===== src/rtl/clock_pkg.sv =====
// Shared constants for the BCD clock/timer chain: mode bit indices,
// hour digit limits and the step direction type.
package clock_pkg;

  localparam int SCS_RUN = 0;
  localparam int SCS_SET = 1;

  localparam logic [3:0] HOUR_MAX_TENS = 4'd2;
  localparam logic [3:0] HOUR_MAX_ONES = 4'd3;
  localparam logic [3:0] DIGIT_MAX     = 4'd9;

  typedef enum logic {
    DIR_DEC = 1'b0,
    DIR_INC = 1'b1
  } step_dir_e;

endpackage


===== src/rtl/bcd_hour_step.sv =====
// Combinational next value of a BCD hour pair (00-23), one step up or down.
// at_bound flags the value the step wraps from: 23 going up, 00 going down.
module bcd_hour_step
  import clock_pkg::*;
(
  input  logic [3:0] tens,
  input  logic [3:0] ones,
  input  step_dir_e  dir,
  input  logic       wrap_en,
  output logic [3:0] next_tens,
  output logic [3:0] next_ones,
  output logic       at_bound
);

  always_comb begin
    // NOTE: every output gets a default first so no path leaves it unassigned (no latch).
    next_tens = tens;
    next_ones = ones;
    at_bound  = 1'b0;
    if (dir == DIR_INC) begin
      at_bound = (tens == HOUR_MAX_TENS) && (ones == HOUR_MAX_ONES);
      if (at_bound) begin
        next_tens = 4'd0;
        next_ones = 4'd0;
      end else if (ones == DIGIT_MAX) begin
        next_tens = tens + 4'd1;
        next_ones = 4'd0;
      end else begin
        next_ones = ones + 4'd1;
      end
    end else begin
      at_bound = (tens == 4'd0) && (ones == 4'd0);
      if (at_bound) begin
        // Without wrap the pair saturates at 00.
        if (wrap_en) begin
          next_tens = HOUR_MAX_TENS;
          next_ones = HOUR_MAX_ONES;
        end
      end else if (ones != 4'd0) begin
        next_ones = ones - 4'd1;
      end else begin
        next_tens = tens - 4'd1;
        next_ones = DIGIT_MAX;
      end
    end
  end

endmodule


===== src/rtl/cnt24_down.sv =====
// BCD hours down-counter (00-23) for the countdown timer: run-mode borrow
// decrement, set-mode inc/dec adjust and validated parallel preload.
module cnt24_down
  import clock_pkg::*;
#(
  parameter bit WRAP_EN = 1'b1
) (
  input  logic       CLK,
  input  logic       RESET_N,
  input  logic       ENABLE,
  input  logic       BORROW_in,
  input  logic [1:0] SET_CURRENT_STATE,
  input  logic       INC_MODE,
  input  logic       DEC_MODE,
  input  logic       LOAD,
  input  logic [3:0] LOAD_TENS,
  input  logic [3:0] LOAD_ONES,
  output logic [3:0] CNT3,
  output logic [3:0] CNT10,
  output logic       BORROW_out,
  output logic       ZERO,
  output logic       LOAD_ERR
);

  logic       run_step;
  logic       set_inc;
  logic       set_dec;
  logic       load_ok;
  step_dir_e  step_dir;
  logic       step_wrap;
  logic [3:0] step_tens;
  logic [3:0] step_ones;
  logic       step_at_bound;

  assign run_step = ENABLE & BORROW_in & SET_CURRENT_STATE[SCS_RUN];
  assign set_inc  = SET_CURRENT_STATE[SCS_SET] & INC_MODE & ~DEC_MODE;
  assign set_dec  = SET_CURRENT_STATE[SCS_SET] & DEC_MODE & ~INC_MODE;

  assign load_ok = (LOAD_TENS <= HOUR_MAX_TENS) && (LOAD_ONES <= DIGIT_MAX) &&
                   ({LOAD_TENS, LOAD_ONES} <= {HOUR_MAX_TENS, HOUR_MAX_ONES});

  // Set-mode decrement always wraps; only the run step honours WRAP_EN.
  assign step_dir  = set_inc ? DIR_INC : DIR_DEC;
  assign step_wrap = set_dec ? 1'b1 : WRAP_EN;

  bcd_hour_step u_step (
    .tens      (CNT3),
    .ones      (CNT10),
    .dir       (step_dir),
    .wrap_en   (step_wrap),
    .next_tens (step_tens),
    .next_ones (step_ones),
    .at_bound  (step_at_bound)
  );

  assign ZERO = (CNT3 == 4'd0) && (CNT10 == 4'd0);

  // When the stepper faces down its boundary flag is the zero detect.
  assign BORROW_out = run_step & WRAP_EN & (set_inc ? ZERO : step_at_bound);

  always_ff @(posedge CLK) begin
    // NOTE: sequential state uses non-blocking assignments only.
    if (!RESET_N) begin
      CNT3     <= 4'd0;
      CNT10    <= 4'd0;
      LOAD_ERR <= 1'b0;
    end else begin
      LOAD_ERR <= LOAD & ~load_ok;
      if (LOAD) begin
        if (load_ok) begin
          CNT3  <= LOAD_TENS;
          CNT10 <= LOAD_ONES;
        end
      end else if (set_inc || set_dec || run_step) begin
        CNT3  <= step_tens;
        CNT10 <= step_ones;
      end
    end
  end

endmodule


===== config.mk =====
export PLATFORM = sky130hd
export DESIGN_NAME = cnt24_down
export DESIGN_NICKNAME = d
export VERILOG_FILES = /design/src/rtl/clock_pkg.sv /design/src/rtl/bcd_hour_step.sv /design/src/rtl/cnt24_down.sv
export SDC_FILE = /design/constraint.sdc
export NUM_CORES = 1
export LEC_CHECK = 0
export CORE_MARGIN = 1
export CORE_UTILIZATION = 55
export CTS_CLUSTER_SIZE = 28
export DETAILED_ROUTE_END_ITERATION = 7
export DONT_BUFFER_PORTS = 1
export GPL_TIMING_DRIVEN = 0
export PLACE_DENSITY_LB_ADDON = 0.08
export SYNTH_ARGS = -nofsm -noshare
export SYNTH_HDL_FRONTEND = slang
export SYNTH_SLANG_ARGS = --single-unit

===== constraint.sdc =====
create_clock -name CLK -period 2.1 [get_ports CLK]
set_input_delay 0.315 -clock CLK [delete_from_list [all_inputs] [get_ports CLK]]
set_output_delay 0.315 -clock CLK [all_outputs]
set_load 0.005 [all_outputs]

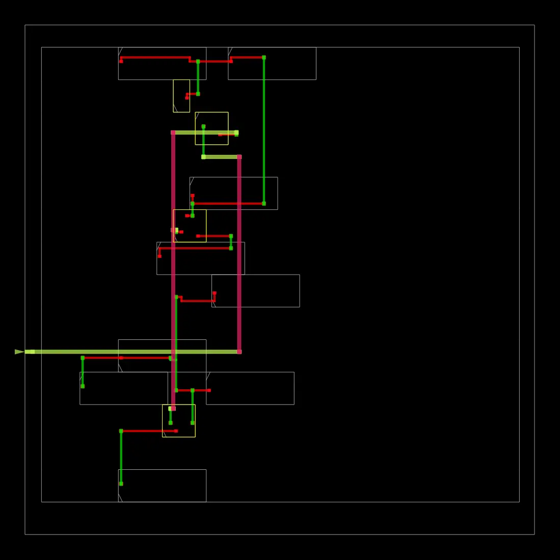
(the clock network)
number of buffers inserted during clock tree synthesis: 3
count of flip-flops and latches: 9
worst clock skew: 0.00419 ns
clock sinks: 9

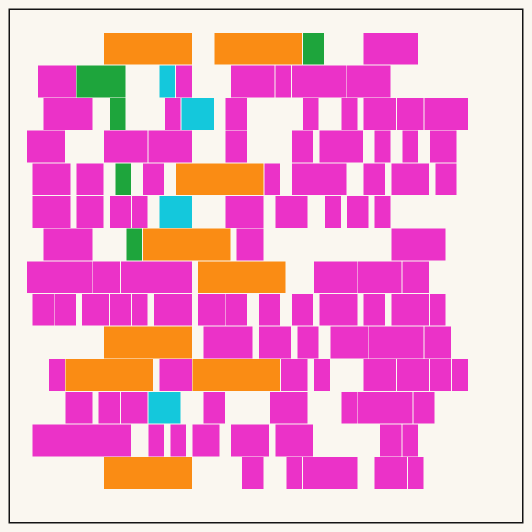
(cells coloured by class)
(12 px per um)
[magenta] remaining logic cells | cells: 99 | share of their area: 75%
[orange] registers | cells: 9 | share of their area: 19%
[cyan] clock drivers and dummy loads | cells: 4 | share of their area: 2.8%
[green] remaining buffers and delay cells | cells: 5 | share of their area: 2.9%

==> qor.json <==
{
  "layout_area_growth_over_synthesis_pct": 5.09,
  "final_hold_viol_count": 0,
  "edf_count": 0,
  "synth.ff_latch_count": 9,
  "reg2reg_setup_slack_ns": 0.13,
  "instances_no_fill": 133,
  "detailedPlace.worstSlack_ns": 0.137,
  "timing.slew.headroom_pct": 72.6,
  "timing.critical_path.cells": "nor2_1, and4_1, and4_1",
  "drt.antenna.violating_nets": 0,
  "synth_top_cell_by_area": "sky130_fd_sc_hd__dfxtp_1",
  "crit_buf_inv": 0,
  "p_clk_share_pct": 24.9,
  "ys_async_sr_fraction_pct": 0,
  "synthFlopType": "sky130_fd_sc_hd__dfxtp_1",
  "grt_pass1_wl_mm": 3.70,
  "avgRoutedWirePerCell_um": 16.9,
  "drv_slew": 0,
  "hold_path_end": "CNT10[1]",
  "floorplan.nets": 137,
  "post-route-period-util_pct": 94.8,
  "cp_data_arrival_time_ns": 1.68,
  "design.portCount": 28,
  "synth.yosys.num_cells": 113,
  "placed_cells": 129,
  "startpoint": "CNT10[3]",
  "cellInternalPower_uw": 347,
  "worst_hold_path_type": "in2reg",
  "clock_latency_ns": 0.27,
  "die_area_mm2": 0.00182,
  "number_of_warnings_the_tools_reported": 32,
  "cts.clk_slew.worst_paths_ns": 0.06,
  "p_leak_nw": 0.383,
  "syn_area_um2": 910,
  "setup.worst_path.class": "reg2out",
  "cts_resized": 0,
  "cp_top_family": "simple AND/OR/NAND/NOR gates",
  "worstHoldPathCells": 2,
  "drt_iter0_drc": 22,
  "fp_util_pct": 59.7,
  "maxClockFrequency_mhz": 502,
  "timing.rr.start": "CNT3[0]",
  "placement_rows": 14,
  "finalSetupViolations": 0,
  "worst-path-max-fanout": 8,
  "total_power_uw": 560,
  "drcViolationCount": 0,
  "h-tree-depth": 1,
  "number_of_filler_instances_in_the_final_layout": 150,
  "grt_antenna_before_repair": 0,
  "share_seq_of_total_power_pct": 38.4,
  "global_route.overflow_total": 0,
  "grt_setup_unrepaired": "yes",
  "drt-pass1-iter-count": 4,
  "die-width_um": 42.7,
  "clock_path_buffers": 2,
  "finalWorstSetupSlack_ns": 0.110,
  "layout-drive-gt1-share_pct": 11.1,
  "cts_setup_buffers": 0,
  "outcome": "finished clean",
  "ir_drop_v": 0.000389,
  "globalRouteTotalUtil_pct": 26.7,
  "area_leaders": "sky130_fd_sc_hd__dfxtp_1 20%, sky130_fd_sc_hd__ha_1 9.6%, sky130_fd_sc_hd__o21ai_0 5.0%",
  "port_buffers": 0
}
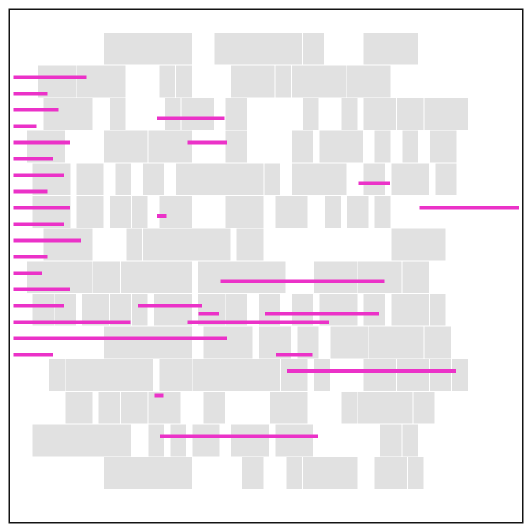
(metal 3)
(12 px per um) Cells faint in the background.
wire length on this layer: 172 um
main direction: horizontal
longest straight run: 17.5 um
share of all routed wire: 7.7%
nets with wire on the layer: 29
fraction of met3 tracks used by global routing: 5.96%
total number of vias: 922
drt total wl: 2.25 mm

registers in the layout, indices dropped and copies added (netlist names):
signal	count
CNT10	4
CNT3	4
LOAD_ERR	1
power groups by stage:
stage / Combinational [mW] / Sequential (mW) / Clock, mW
after detailed placement: 0.202 / 0.219 / 0
final: 0.206 / 0.215 / 0.139
after global placement: 0.196 / 0.218 / 0
after CTS: 0.203 / 0.215 / 0.136
after floorplan: 0.164 / 0.210 / 0
after global routing: 0.228 / 0.218 / 0.147
area by class of cell:
cell class,count,area (um^2),area share (%)
multi-input cells,94,683,71.5
flip-flops and latches,9,180,18.8
clock buffers,4,26.3,2.75
plain buffers,5,27.5,2.88
well taps,16,20.0,2.09
inverters,5,18.8,1.96
stage by stage:
| step | cell area (um^2) | utilization [%] | TNS, ns |
|---|---|---|---|
| finish | 956 | 62.7 | 0 |
| detailed placement | 930 | 61.0 | 0 |
| CTS | 956 | 62.7 | 0 |
| global placement | 930 | 61.0 | 0 |
| floorplan | 910 | - | 0 |
| global route | 956 | 62.7 | -0.0609 |
routing by layer:
metal | up-vias | track usage, % | routed length [um]
li1 | 444 | - | -
met5 | - | 0 | 0
met1 | 431 | 37.0 | 1040
met2 | 42 | 38.8 | 997
met3 | 5 | 5.96 | 172
met4 | 0 | 12.5 | 39
cell families after synthesis:
| kind of cell | share of synthesized area [%] |
|---|---|
| muxes | 5.78 |
| DFF | 19.8 |
| and+or+nand+nor | 28.1 |
| buffers and inverters | 5.09 |
| AOI/OAI and AO/OA | 29.7 |
| xor gates and xnor gates | 1.93 |
| adders and majority gates | 9.63 |
worst max-delay path by stage:
stage,to,slack (ns)
global route,CNT3[3],-0.04
CTS,CNT3[3],0.12
floorplan,CNT3[3],0.37
detailed placement,CNT3[3],0.14
global placement,CNT3[3],0.17
finish,BORROW_out,0.11
No activity file was given, so power comes from the tool's default toggle rates.
